### Selected gate families

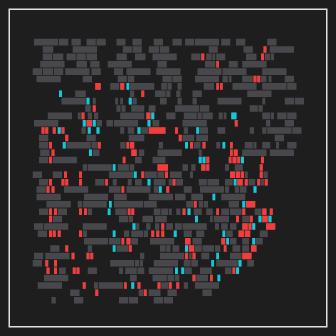
### Floorplan with the power grid

Pins as bars on the die edge.
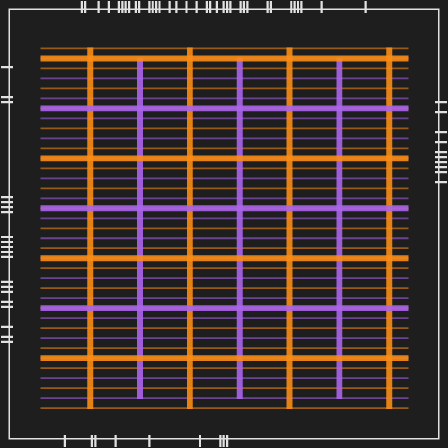
### Clock wiring as the flow saved it

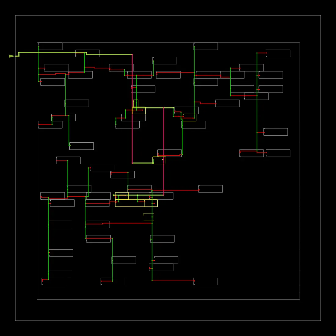
`src/rtl/rf_seq_pkg.sv`:
```
// Shared opcodes, FSM state encodings and default widths for the register-file op sequencer.
package rf_seq_pkg;

    localparam int RF_DATA_W = 8;
    localparam int RF_ADDR_W = 4;

    typedef logic [2:0] op_t;

    localparam op_t OP_MOV = 3'b000;
    localparam op_t OP_ADD = 3'b001;
    localparam op_t OP_SUB = 3'b010;
    localparam op_t OP_AND = 3'b011;
    localparam op_t OP_OR  = 3'b100;
    localparam op_t OP_XOR = 3'b101;
    localparam op_t OP_LDI = 3'b110;
    localparam op_t OP_RD  = 3'b111;

    localparam logic [2:0] ST_IDLE  = 3'd0;
    localparam logic [2:0] ST_READ  = 3'd1;
    localparam logic [2:0] ST_EXEC  = 3'd2;
    localparam logic [2:0] ST_WRITE = 3'd3;
    localparam logic [2:0] ST_RESP  = 3'd4;

endpackage

```
`src/rtl/rf_seq_alu.sv`:
```
// Combinational ALU for the op sequencer: result plus carry (ADD) or borrow (SUB).
module rf_seq_alu
    import rf_seq_pkg::*;
#(
    parameter int DATA_W = RF_DATA_W
) (
    input  op_t               op_i,
    input  logic [DATA_W-1:0] a_i,
    input  logic [DATA_W-1:0] b_i,
    output logic [DATA_W-1:0] result_o,
    output logic              carry_o
);

    logic [DATA_W:0] sum;
    logic [DATA_W:0] diff;

    // The extra top bit is the carry-out for ADD and the borrow (a < b) for SUB.
    assign sum  = {1'b0, a_i} + {1'b0, b_i};
    assign diff = {1'b0, a_i} - {1'b0, b_i};

    always_comb begin
        // NOTE: every output gets a default first so no path through the case infers a latch.
        result_o = a_i;
        carry_o  = 1'b0;
        case (op_i)
            OP_MOV: result_o = a_i;
            OP_ADD: {carry_o, result_o} = sum;
            OP_SUB: {carry_o, result_o} = diff;
            OP_AND: result_o = a_i & b_i;
            OP_OR:  result_o = a_i | b_i;
            OP_XOR: result_o = a_i ^ b_i;
            default: result_o = a_i;
        endcase
    end

endmodule

```
`src/rtl/rf_op_sequencer.sv`:
```
// Register-file op sequencer: one command at a time, IDLE->READ->EXEC->WRITE, IDLE->WRITE (LDI),
// or IDLE->READ->RESP (RD). Zero/carry status flags are built only when RF_SEQ_FLAGS_EN is defined.
module rf_op_sequencer
    import rf_seq_pkg::*;
#(
    parameter int DATA_W = RF_DATA_W,
    parameter int ADDR_W = RF_ADDR_W
) (
    input  logic              clk,
    input  logic              reset,
    input  logic              cmd_valid,
    output logic              cmd_ready,
    input  op_t               cmd_op,
    input  logic [ADDR_W-1:0] cmd_dst,
    input  logic [ADDR_W-1:0] cmd_src1,
    input  logic [ADDR_W-1:0] cmd_src2,
    input  logic [DATA_W-1:0] cmd_imm,
    output logic              rsp_valid,
    input  logic              rsp_ready,
    output logic [DATA_W-1:0] rsp_data,
    output logic [ADDR_W-1:0] rf_read_addr1,
    output logic [ADDR_W-1:0] rf_read_addr2,
    input  logic [DATA_W-1:0] rf_read_data1,
    input  logic [DATA_W-1:0] rf_read_data2,
    output logic [ADDR_W-1:0] rf_write_addr,
    output logic [DATA_W-1:0] rf_write_data,
    output logic              rf_write_enable
`ifdef RF_SEQ_FLAGS_EN
    ,
    output logic              flag_z,
    output logic              flag_c
`endif
);

    logic [2:0]        state_q,     state_d;
    op_t               op_q,        op_d;
    logic [ADDR_W-1:0] dst_q,       dst_d;
    logic [DATA_W-1:0] op1_q,       op1_d;
    logic [DATA_W-1:0] op2_q,       op2_d;
    logic [ADDR_W-1:0] raddr1_q,    raddr1_d;
    logic [ADDR_W-1:0] raddr2_q,    raddr2_d;
    logic [ADDR_W-1:0] waddr_q,     waddr_d;
    logic [DATA_W-1:0] wdata_q,     wdata_d;
    logic              we_q,        we_d;
    logic              rsp_valid_q, rsp_valid_d;
    logic [DATA_W-1:0] rsp_data_q,  rsp_data_d;

    logic [DATA_W-1:0] alu_result;
    logic              alu_carry;

    rf_seq_alu #(.DATA_W(DATA_W)) u_alu (
        .op_i     (op_q),
        .a_i      (op1_q),
        .b_i      (op2_q),
        .result_o (alu_result),
        .carry_o  (alu_carry)
    );

`ifdef RF_SEQ_FLAGS_EN
    logic flag_z_q, flag_z_d;
    logic flag_c_q, flag_c_d;
`else
    logic unused_carry;
    assign unused_carry = alu_carry;
`endif

    // Gated by reset so nothing is accepted while the block is held in reset.
    assign cmd_ready = (state_q == ST_IDLE) & reset;

    always_comb begin
        state_d     = state_q;
        op_d        = op_q;
        dst_d       = dst_q;
        op1_d       = op1_q;
        op2_d       = op2_q;
        raddr1_d    = raddr1_q;
        raddr2_d    = raddr2_q;
        waddr_d     = waddr_q;
        wdata_d     = wdata_q;
        we_d        = 1'b0;
        rsp_valid_d = rsp_valid_q;
        rsp_data_d  = rsp_data_q;
`ifdef RF_SEQ_FLAGS_EN
        flag_z_d    = flag_z_q;
        flag_c_d    = flag_c_q;
`endif
        case (state_q)
            ST_IDLE: begin
                if (cmd_valid && cmd_ready) begin
                    op_d     = cmd_op;
                    dst_d    = cmd_dst;
                    raddr1_d = cmd_src1;
                    raddr2_d = cmd_src2;
                    if (cmd_op == OP_LDI) begin
                        we_d    = 1'b1;
                        waddr_d = cmd_dst;
                        wdata_d = cmd_imm;
                        state_d = ST_WRITE;
                    end else begin
                        state_d = ST_READ;
                    end
                end
            end
            ST_READ: begin
                op1_d = rf_read_data1;
                op2_d = rf_read_data2;
                if (op_q == OP_RD) begin
                    rsp_valid_d = 1'b1;
                    rsp_data_d  = rf_read_data1;
                    state_d     = ST_RESP;
                end else begin
                    state_d = ST_EXEC;
                end
            end
            ST_EXEC: begin
                we_d    = 1'b1;
                waddr_d = dst_q;
                wdata_d = alu_result;
`ifdef RF_SEQ_FLAGS_EN
                flag_z_d = (alu_result == '0);
                flag_c_d = alu_carry;
`endif
                state_d = ST_WRITE;
            end
            ST_WRITE: begin
                state_d = ST_IDLE;
            end
            ST_RESP: begin
                if (rsp_ready) begin
                    rsp_valid_d = 1'b0;
                    state_d     = ST_IDLE;
                end
            end
            default: begin
                state_d = ST_IDLE;
            end
        endcase
    end

    always_ff @(posedge clk or negedge reset) begin
        if (!reset) begin
            state_q     <= ST_IDLE;
            op_q        <= OP_MOV;
            dst_q       <= '0;
            op1_q       <= '0;
            op2_q       <= '0;
            raddr1_q    <= '0;
            raddr2_q    <= '0;
            waddr_q     <= '0;
            wdata_q     <= '0;
            we_q        <= 1'b0;
            rsp_valid_q <= 1'b0;
            rsp_data_q  <= '0;
`ifdef RF_SEQ_FLAGS_EN
            flag_z_q    <= 1'b0;
            flag_c_q    <= 1'b0;
`endif
        end else begin
            // NOTE: non-blocking assignments so every register samples pre-edge values together.
            state_q     <= state_d;
            op_q        <= op_d;
            dst_q       <= dst_d;
            op1_q       <= op1_d;
            op2_q       <= op2_d;
            raddr1_q    <= raddr1_d;
            raddr2_q    <= raddr2_d;
            waddr_q     <= waddr_d;
            wdata_q     <= wdata_d;
            we_q        <= we_d;
            rsp_valid_q <= rsp_valid_d;
            rsp_data_q  <= rsp_data_d;
`ifdef RF_SEQ_FLAGS_EN
            flag_z_q    <= flag_z_d;
            flag_c_q    <= flag_c_d;
`endif
        end
    end

    assign rsp_valid       = rsp_valid_q;
    assign rsp_data        = rsp_data_q;
    assign rf_read_addr1   = raddr1_q;
    assign rf_read_addr2   = raddr2_q;
    assign rf_write_addr   = waddr_q;
    assign rf_write_data   = wdata_q;
    assign rf_write_enable = we_q;
`ifdef RF_SEQ_FLAGS_EN
    assign flag_z          = flag_z_q;
    assign flag_c          = flag_c_q;
`endif

endmodule

```
`config.mk`:
```
export PLATFORM = sky130hd
export DESIGN_NAME = rf_op_sequencer
export DESIGN_NICKNAME = d
export VERILOG_FILES = /design/src/rtl/rf_seq_pkg.sv /design/src/rtl/rf_seq_alu.sv /design/src/rtl/rf_op_sequencer.sv
export SDC_FILE = /design/constraint.sdc
export NUM_CORES = 1
export LEC_CHECK = 0
export ABC_AREA = 1
export CELL_PAD_IN_SITES_DETAIL_PLACEMENT = 0
export CELL_PAD_IN_SITES_GLOBAL_PLACEMENT = 1
export CORE_MARGIN = 8
export CORE_UTILIZATION = 33
export DETAILED_ROUTE_END_ITERATION = 12
export PLACE_DENSITY_LB_ADDON = 0.1
export SYNTH_ARGS = -nofsm -noshare
export SYNTH_HDL_FRONTEND = slang
export SYNTH_SLANG_ARGS = --single-unit
```
`constraint.sdc`:
```
create_clock -name clk -period 2.2 [get_ports clk]
set_input_delay 0.44 -clock clk [delete_from_list [all_inputs] [get_ports clk]]
set_output_delay 0.44 -clock clk [all_outputs]
set_load 0.005 [all_outputs]
```
==> reports/qor.yml <==
cells_and_area:
  buffers: 112
  lay_top_cells: "103 x nand2_1, 72 x clkdlybuf4s50_1, 56 x dfrtp_1"
  seq_share_pct: 29.7
  clock_area_share_pct: 2.44
yosys:
  syn_nets: 473
  top_cell: "nand2_1"
  top_cells_by_count: "109 x nand2_1, 56 x dfrtp_1, 44 x inv_1, 35 x o21ai_0"
  top_area_share_pct: 42.0
  synthArstFlopShare_pct: 100
  ys_warn_count: 0
  synth-xor-area-share_pct: 1.57
routing:
  drtPass1Iterations: 5
  routed-wl-met3_um: 369
  highest_layer: "met4"
  first_iter_violations: 100
global_routing:
  grt_pass1_wl_um: 14800
  use_met2_pct: 23.6
  grt_pass1_vias: 3075
  grt_max_degree: 57
cts:
  cts_hold_buf: 0
  cts_setup_buffers: 3
  clockBufferDepth: 2
die:
  ios: 74
  row_count: 36
  initCoreUtil_pct: 34.0
power_and_ir_drop:
  seq-power_mw: 1.90
  p_leak_nw: 2.21
  top_power_group: "combinational cells"
critical_path:
  rrSetupSlack_ns: -0.04
  cp-start-kind: "register"
  cp_common_cell: "nand2_1"
  cp_slowest_stage_delay_ns: 0.40
  path_max_fanout: 3
final_timing:
  final-hold-violation-count: 0
  slew_viol_final: 0
  fin_setup_tns_ns: -0.0361
  grt_setup_unrepaired: "yes"
  setup_violations: 1
  fin_ws_ns: -0.0361
  whs_ns: 0.309
outcome:
  violations: "setup timing"
  status: "finished with violations"
-- 'Selected gate families' (at the start) --
Key: inv cells = cyan [cells 52, most used inv_1]; nand cells = red [cells 130, most used nand2_1]
Cell Count, Final, Fillers Out: 650
Comb/total area: 38.4%

-- 'Floorplan with the power grid' (at the start) --
Key: VDD = purple; VSS = orange
The core has 36 rows. 74 signal pins sit on the boundary. 7 straps on met5. 37 met1 rails follow the rows. 7 straps on met4.
worst vdd ir: 0.589 mV
die x size: 117 um
chip height: 117 um
Core ar.: 9820 um2

-- 'Clock wiring as the flow saved it' (at the start) --
Num CTS Buffers: 5
flop count: 56
clk_lat worst skew: 0.32 ns
Layout Skew: 0.00882 ns

